--- config.mk ---
export PLATFORM = sky130hd
export DESIGN_NAME = seg_scan_ctrl_flat
export DESIGN_NICKNAME = d
export VERILOG_FILES = /design/src/rtl/seg_pkg.sv /design/src/rtl/seg_scan_ctrl_if.sv /design/src/rtl/seg_decode.sv /design/src/rtl/seg_scan_ctrl.sv /design/src/flat_wrapper.sv
export SDC_FILE = /design/constraint.sdc
export NUM_CORES = 1
export LEC_CHECK = 0
export ABC_AREA = 0
export CAP_MARGIN = 20
export CORE_ASPECT_RATIO = 0.75
export CORE_MARGIN = 1
export CORE_UTILIZATION = 25
export DETAILED_ROUTE_END_ITERATION = 7
export PLACE_DENSITY = 0.39
export SYNTH_ARGS = -nofsm -noshare
export SYNTH_HDL_FRONTEND = slang
export SYNTH_SLANG_ARGS = --single-unit
--- constraint.sdc ---
create_clock -name clk -period 2.5 [get_ports clk]
set_input_delay 0.25 -clock clk [delete_from_list [all_inputs] [get_ports clk]]
set_output_delay 0.25 -clock clk [all_outputs]
set_load 0.02 [all_outputs]
--- src/rtl/seg_pkg.sv ---
// Shared constants for the multiplexed seven-segment scanner.
// Segment patterns are active-high, bit7..bit1 = a..g, bit0 = dp (always 0 here;
// the decimal point is ORed in by the decoder).
package seg_pkg;

    localparam logic [7:0] SEG_0     = 8'b1111_1100;
    localparam logic [7:0] SEG_1     = 8'b0110_0000;
    localparam logic [7:0] SEG_2     = 8'b1101_1010;
    localparam logic [7:0] SEG_3     = 8'b1111_0010;
    localparam logic [7:0] SEG_4     = 8'b0110_0110;
    localparam logic [7:0] SEG_5     = 8'b1011_0110;
    localparam logic [7:0] SEG_6     = 8'b1011_1110;
    localparam logic [7:0] SEG_7     = 8'b1110_0000;
    localparam logic [7:0] SEG_8     = 8'b1111_1110;
    localparam logic [7:0] SEG_9     = 8'b1111_0110;
    localparam logic [7:0] SEG_MINUS = 8'b0000_0010;
    localparam logic [7:0] SEG_BLANK = 8'b0000_0000;

    localparam logic [3:0] CODE_MINUS = 4'hA;
    localparam logic [3:0] CODE_BLANK = 4'hF;

endpackage

--- src/rtl/seg_scan_ctrl_if.sv ---
// Display-side bundle of the seven-segment scanner.
//   load       : single-cycle strobe capturing code_in / dp_in
//   code_in    : packed nibbles, nibble k = digit k, digit 0 rightmost
//   dp_in      : per-digit decimal point, 1 = lit
//   lz_en      : leading-zero suppression enable (sampled live)
//   ena        : one-hot digit enable, active-high
//   light      : segment pattern a..g,dp (bit7..bit0), active-high
//   frame_done : one-cycle pulse after each frame boundary
// master = register/CPU side, slave = scanner.
interface seg_scan_ctrl_if #(
    parameter int unsigned DIGITS = 8
) ();
    logic                  load;
    logic [4*DIGITS-1:0]   code_in;
    logic [DIGITS-1:0]     dp_in;
    logic                  lz_en;
    logic [DIGITS-1:0]     ena;
    logic [7:0]            light;
    logic                  frame_done;

    modport master (
        output load, code_in, dp_in, lz_en,
        input  ena, light, frame_done
    );

    modport slave (
        input  load, code_in, dp_in, lz_en,
        output ena, light, frame_done
    );
endinterface

--- src/rtl/seg_decode.sv ---
// Combinational code-to-segment decoder.
//   code  : 4-bit digit code (0-9 digits, A minus, B-F blank)
//   dp    : decimal point, ORed into bit0 for every code
//   light : segment pattern a..g,dp
module seg_decode
    import seg_pkg::*;
(
    input  logic [3:0] code,
    input  logic       dp,
    output logic [7:0] light
);
    logic [7:0] glyph;

    always_comb begin
        glyph = SEG_BLANK;
        case (code)
            4'd0:       glyph = SEG_0;
            4'd1:       glyph = SEG_1;
            4'd2:       glyph = SEG_2;
            4'd3:       glyph = SEG_3;
            4'd4:       glyph = SEG_4;
            4'd5:       glyph = SEG_5;
            4'd6:       glyph = SEG_6;
            4'd7:       glyph = SEG_7;
            4'd8:       glyph = SEG_8;
            4'd9:       glyph = SEG_9;
            CODE_MINUS: glyph = SEG_MINUS;
            default:    glyph = SEG_BLANK;
        endcase
        light = glyph | {7'b0, dp};
    end
endmodule

--- src/rtl/seg_scan_ctrl.sv ---
// Multiplexed seven-segment display scanner.
// Drives DIGITS common-enable digits one slot at a time, DIV clocks per slot, with
// the first BLANK clocks of each slot dark to avoid ghosting. New data is staged in
// a shadow register and only committed at the frame boundary so a frame never tears.
// Ports:
//   clk   : system clock
//   rst_n : asynchronous active-low reset
//   bus   : seg_scan_ctrl_if slave (load/code_in/dp_in/lz_en in; ena/light/frame_done out)
// All outputs are registered (one cycle after the state they describe).
module seg_scan_ctrl
    import seg_pkg::*;
#(
    parameter int unsigned DIGITS = 8,
    parameter int unsigned DIV    = 100000,
    parameter int unsigned BLANK  = 1000
) (
    input  logic            clk,
    input  logic            rst_n,
    seg_scan_ctrl_if.slave  bus
);
    localparam int unsigned CntW  = $clog2(DIV);
    localparam int unsigned SlotW = (DIGITS > 1) ? $clog2(DIGITS) : 1;

    logic [CntW-1:0]     cnt_q, cnt_d;
    logic [SlotW-1:0]    slot_q, slot_d;
    logic [4*DIGITS-1:0] shadow_code_q, shadow_code_d;
    logic [DIGITS-1:0]   shadow_dp_q, shadow_dp_d;
    logic                pending_q, pending_d;
    logic [4*DIGITS-1:0] active_code_q, active_code_d;
    logic [DIGITS-1:0]   active_dp_q, active_dp_d;
    logic [DIGITS-1:0]   ena_q, ena_d;
    logic [7:0]          light_q, light_d;
    logic                frame_done_q;

    logic                slot_end;
    logic                boundary;
    logic                lit;
    logic [DIGITS-1:0]   supp;
    logic                seen_nz;
    logic [3:0]          cur_code;
    logic                cur_dp;
    logic [7:0]          dec_light;

    assign slot_end = (cnt_q == CntW'(DIV - 1));
    assign boundary = slot_end && (slot_q == SlotW'(DIGITS - 1));
    assign lit      = (cnt_q >= CntW'(BLANK));

    // Prescaler, slot counter and shadow/active data path.
    always_comb begin
        cnt_d         = cnt_q + 1'b1;
        slot_d        = slot_q;
        shadow_code_d = shadow_code_q;
        shadow_dp_d   = shadow_dp_q;
        pending_d     = pending_q;
        active_code_d = active_code_q;
        active_dp_d   = active_dp_q;

        if (slot_end) begin
            cnt_d  = '0;
            slot_d = (slot_q == SlotW'(DIGITS - 1)) ? '0 : slot_q + 1'b1;
        end

        if (bus.load) begin
            shadow_code_d = bus.code_in;
            shadow_dp_d   = bus.dp_in;
            pending_d     = 1'b1;
        end

        // A load coinciding with the boundary bypasses the shadow entirely.
        if (boundary) begin
            if (bus.load) begin
                active_code_d = bus.code_in;
                active_dp_d   = bus.dp_in;
                pending_d     = 1'b0;
            end else if (pending_q) begin
                active_code_d = shadow_code_q;
                active_dp_d   = shadow_dp_q;
                pending_d     = 1'b0;
            end
        end
    end

    // Leading-zero mask: zeros are suppressed from the top digit down until the first
    // non-zero code (minus and blank included). Digit 0 is never suppressed.
    always_comb begin
        supp    = '0;
        seen_nz = 1'b0;
        for (int k = int'(DIGITS) - 1; k >= 1; k--) begin
            if (active_code_q[4*k +: 4] != 4'd0) begin
                seen_nz = 1'b1;
            end
            supp[k] = bus.lz_en & ~seen_nz;
        end
    end

    assign cur_code = supp[slot_q] ? CODE_BLANK : active_code_q[slot_q*4 +: 4];
    assign cur_dp   = active_dp_q[slot_q];

    seg_decode u_decode (
        .code  (cur_code),
        .dp    (cur_dp),
        .light (dec_light)
    );

    always_comb begin
        ena_d   = '0;
        light_d = '0;
        if (lit) begin
            ena_d   = DIGITS'(1) << slot_q;
            light_d = dec_light;
        end
    end

    always_ff @(posedge clk or negedge rst_n) begin
        if (!rst_n) begin
            cnt_q         <= '0;
            slot_q        <= '0;
            shadow_code_q <= '0;
            shadow_dp_q   <= '0;
            pending_q     <= 1'b0;
            active_code_q <= '0;
            active_dp_q   <= '0;
            ena_q         <= '0;
            light_q       <= '0;
            frame_done_q  <= 1'b0;
        end else begin
            cnt_q         <= cnt_d;
            slot_q        <= slot_d;
            shadow_code_q <= shadow_code_d;
            shadow_dp_q   <= shadow_dp_d;
            pending_q     <= pending_d;
            active_code_q <= active_code_d;
            active_dp_q   <= active_dp_d;
            ena_q         <= ena_d;
            light_q       <= light_d;
            frame_done_q  <= boundary;
        end
    end

    assign bus.ena        = ena_q;
    assign bus.light      = light_q;
    assign bus.frame_done = frame_done_q;

endmodule

--- src/flat_wrapper.sv ---
// flat-port wrapper written by rule: the top's interface ports become plain ports
module seg_scan_ctrl_flat import seg_pkg::*;
#(
    parameter int unsigned DIGITS = 8,
    parameter int unsigned DIV    = 100000,
    parameter int unsigned BLANK  = 1000
)
  (clk, rst_n, bus_load, bus_code_in, bus_dp_in, bus_lz_en, bus_ena, bus_light, bus_frame_done);
  seg_scan_ctrl_if #(.DIGITS(DIGITS)) bus_i ();
  input  logic clk;
  input  logic rst_n;
  input wire logic [$bits(bus_i.load)-1:0] bus_load;
  input wire logic [$bits(bus_i.code_in)-1:0] bus_code_in;
  input wire logic [$bits(bus_i.dp_in)-1:0] bus_dp_in;
  input wire logic [$bits(bus_i.lz_en)-1:0] bus_lz_en;
  output wire logic [$bits(bus_i.ena)-1:0] bus_ena;
  output wire logic [$bits(bus_i.light)-1:0] bus_light;
  output wire logic [$bits(bus_i.frame_done)-1:0] bus_frame_done;
  assign bus_i.load = bus_load;
  assign bus_i.code_in = bus_code_in;
  assign bus_i.dp_in = bus_dp_in;
  assign bus_i.lz_en = bus_lz_en;
  assign bus_ena = bus_i.ena;
  assign bus_light = bus_i.light;
  assign bus_frame_done = bus_i.frame_done;
  seg_scan_ctrl #(.DIGITS(DIGITS), .DIV(DIV), .BLANK(BLANK)) u_core (.clk(clk), .rst_n(rst_n), .bus(bus_i));
endmodule
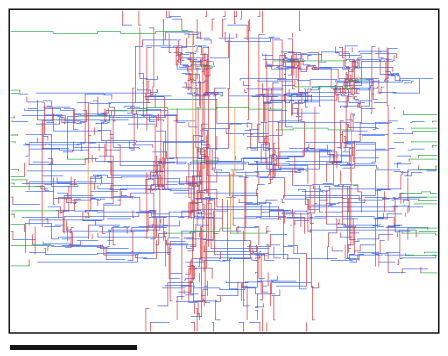
Figure 1: run 1, signal wires by layer.
Bar = 50 um.
legend:
  metal 1:
    colour: blue
    wire_length: 5800 um
  metal 4:
    colour: orange
    wire_length: 156 um
  metal 3:
    colour: green
    wire_length: 591 um
  metal 2:
    colour: red
    wire_length: 4680 um

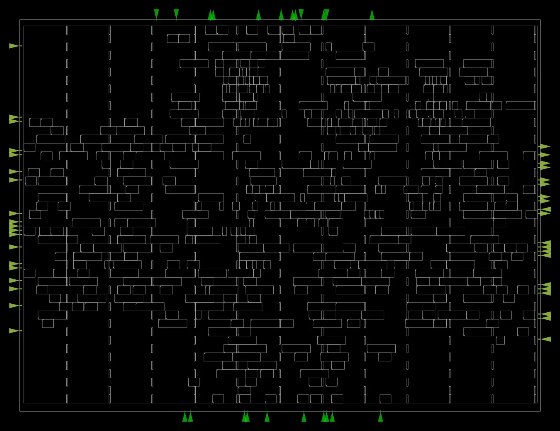
Figure 2: run 1, placed standard cells.
Layout Utilization: 0.3306
non-filler cells, final: 748
number of fillers in the final layout: 2065
n_taps: 282

==> qor.yml, run 1 <==
worstHoldStart: "bus_load"
lay_top_count: "dfrtp_1"
top_layer: "met4"
track_usage: 0.1145
met3_usage: 0.03748
fp-row-count: 45
routedWlPerCell_um: 15.01
flop_cell: "dfrtp_1"
hold_class: "input port to flop"
pre_cts_ws_ns: 0.07050
outcome: "complete, no violations"
core_mm2: 0.02038
syn-num-nets: 432
r2r_slack_ns: 0.21
grt_pass1_wl_um: 18090
p_sw_mw: 0.9164
dp.cells: 718
grt_remaining_overflow: 0
ant_nets: 0
route.met3.wl_um: 591
antennaDiodeCount: 0
grt_max_degree: 47
cp-end-kind: "flop"
setup.worst_path.end: "u_core.bus.light[7]"
tns_ns: 0
clkTransAtPathRegs_ns: 0.05
postCtsSetupBuffers: 0
async_flop_share: 1.000
p_per_area_mw_per_mm2: 647.8
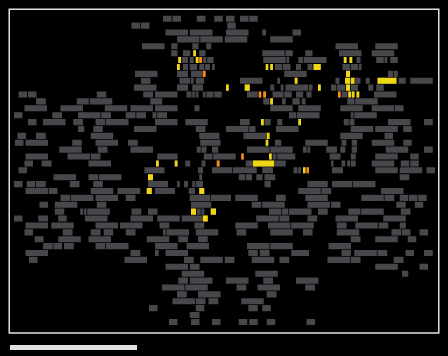
Figure 3: run 1, selected gate families.
Bar = 50 um.
legend:
  inv cells:
    colour: orange
    cells: 8
  nor cells:
    colour: yellow
    cells: 37

==> run 1: synth_stat cells (5+ instances only) <==
cell type,n
and3_1,10
inv_1,7
ha_1,13
mux2_2,78
nand2_1,18
dfrtp_1,118
buf_6,6
nor2_1,23
o21ai_0,5
nand3_1,9
xnor2_1,10
and2_1,7
xor2_1,6
nor4_1,7
mux4_2,10
==> run 1: power by group through the flow <==
stage	sequential [mW]	combinational [mW]	clock (mW)
5_1_grt	2.00	0.256	2.31
4_1_cts	1.99	0.239	2.21
2_1_floorplan	2.02	0.0896	0
3_5_place_dp	2.02	0.236	0
6_report	1.99	0.230	2.14
3_3_place_gp	2.02	0.237	0
==> run 1: sequential cells by signal, indices dropped and copies added, names as in the netlist <==
signal	flops
u_core.active_code_q	32
u_core.active_dp_q	8
u_core.bus.ena	8
u_core.bus.frame_done	1
u_core.bus.light	8
u_core.cnt_q	17
u_core.pending_q	1
u_core.shadow_code_q	32
u_core.shadow_dp_q	8
u_core.slot_q	3
==> run 1: cell type report <==
type | instances | area share
sequential | 118 | 0.4384
multi-input combinational | 235 | 0.3180
timing repair buffer | 76 | 0.1099
clock buffer | 25 | 0.07352
tap | 282 | 0.05236
inverter | 8 | 0.004456
clock inverter | 4 | 0.003342
==> run 1: kinds of logic after synthesis <==
kind of cell	Yosys count	synth area share
buffers and inverters	22	0.02466
and+or+nand+nor	89	0.09171
muxes	95	0.2323
xor gates and xnor gates	16	0.02682
AOI/OAI and AO/OA	22	0.02826
DFF	118	0.5651
adders and majority gates	13	0.03113
==> run 1: critical path: stages (launching register included) <==
cell and delay, ns:
dfrtp_1 0.40, nor4_1 0.40, nand3_1 0.13, a32oi_1 0.27, nand3_1 0.17, and2_1 0.21, ha_1 0.19, nand2b_1 0.16
a21oi_2 0.17, o21a_1 0.14
Figure 4. Placement by cell class (run 1).
Bar = 50 um. Fill, decap, tap and diode cells in grey.
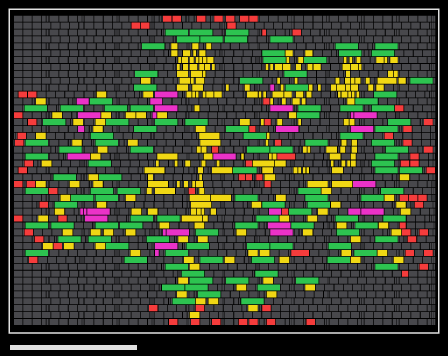

==> run 1 -> run 2 <==
CORE_UTILIZATION = 53   (was 25)
PLACE_DENSITY = 0.73   (was 0.39)
clock period = 2.7 ns   (was 2.5 ns; I/O delays follow)
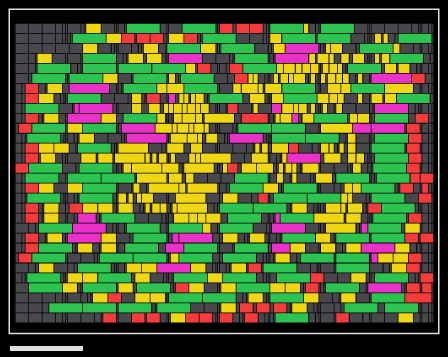
Figure 5: run 2, placement by cell class.
Bar = 20 um. Fill, decap, tap and diode cells in grey.
legend:
  clock drivers and dummy loads:
    colour: magenta
    cells: 32
    share_of_their_area: 9.5%
  combinational and other logic:
    colour: yellow
    cells: 243
    share_of_their_area: 34%
  remaining buffers and delay cells:
    colour: red
    cells: 68
    share_of_their_area: 11%
  sequential cells:
    colour: green
    cells: 118
    share_of_their_area: 46%

==> qor.yml, run 2 <==
final.fill_count: 702
clkTransAtPathRegs_ns: 0.05
routedWlPerCell_um: 16.57
grt_max_degree: 119
antennaDiodeCount: 0
hold_class: "input port to flop"
track_usage: 0.2183
flop_cell: "dfrtp_1"
r2r_slack_ns: 0.24
p_per_area_mw_per_mm2: 656.9
cp-end-kind: "flop"
cp_num_buf_inv: 0
outcome: "complete, no violations"
muxShareOfSynthArea: 0.2323
slowest_stage: "dfrtp_1"
ant_nets: 0
worstHoldStart: "bus_load"
p_sw_mw: 0.8387
reg.largest.list: "u_core.active_code_q (32), u_core.shadow_code_q (32), u_core.cnt_q (17)"
simple_gate_share: 0.09171
postCtsSetupBuffers: 0
crit_chain: "mux4_2, mux2i_1, and2_1, ha_1, o21ai_0, a21boi_0"
aoi_share: 0.02826
core_mm2: 0.009309
tns_ns: 0
grt_remaining_overflow: 0
==> run 2: cell counts after synthesis <==
No cell type changed its count.
==> run 2: metrics by stage <==
step	hold slack [ns]	instances	setup slack [ns]	utilization	power [mW]
5_1_grt	0.1982	589	0.02837	0.7066	4.474
3_5_place_dp	0.4041	556	0.2546	0.6399	2.077
6_report	0.1782	589	0.2399	0.7066	4.321
4_1_cts	0.1651	589	0.2416	0.7066	4.370
3_3_place_gp	0.4034	556	0.3325	0.6399	2.068
2_1_floorplan	-0.02559	375	0.5515	-	1.952
==> run 2: per-layer routing <==
| layer | vias up | wire length [um] |
|---|---|---|
| met1 | 1599 | 4364 |
| met2 | 65 | 4844 |
| li1 | 1479 | - |
| met3 | 15 | 395 |
| met5 | - | 0 |
| met4 | 0 | 153 |
==> run 2: worst reg2reg max path, cell delays in order, from the launching register on <==
cell and delay (ns):
dfrtp_1 0.71, mux4_2 0.57, mux2i_1 0.27, and2_1 0.24
ha_1 0.27, o21ai_0 0.15, a21boi_0 0.11
==> run 2: power groups by stage <==
stage | Clock (mW) | Sequential, mW | Combinational (mW)
after floorplan | 0 | 1.87 | 0.0829
after global placement | 0 | 1.87 | 0.197
after detailed placement | 0 | 1.88 | 0.201
after CTS | 2.32 | 1.85 | 0.205
after global routing | 2.40 | 1.85 | 0.221
final | 2.28 | 1.84 | 0.199
==> run 2: layout make-up <==
cell class / count / area, um2 / share of cell area
sequential: 118 / 2953 / 0.4489
multi-input combinational: 235 / 2143 / 0.3259
timing repair buffer: 68 / 680.7 / 0.1035
clock buffer: 23 / 488.0 / 0.07419
tap: 128 / 160.2 / 0.02435
clock inverter: 9 / 122.6 / 0.01864
inverter: 8 / 30.03 / 0.004565
No activity file was given, so power comes from the tool's default toggle rates.
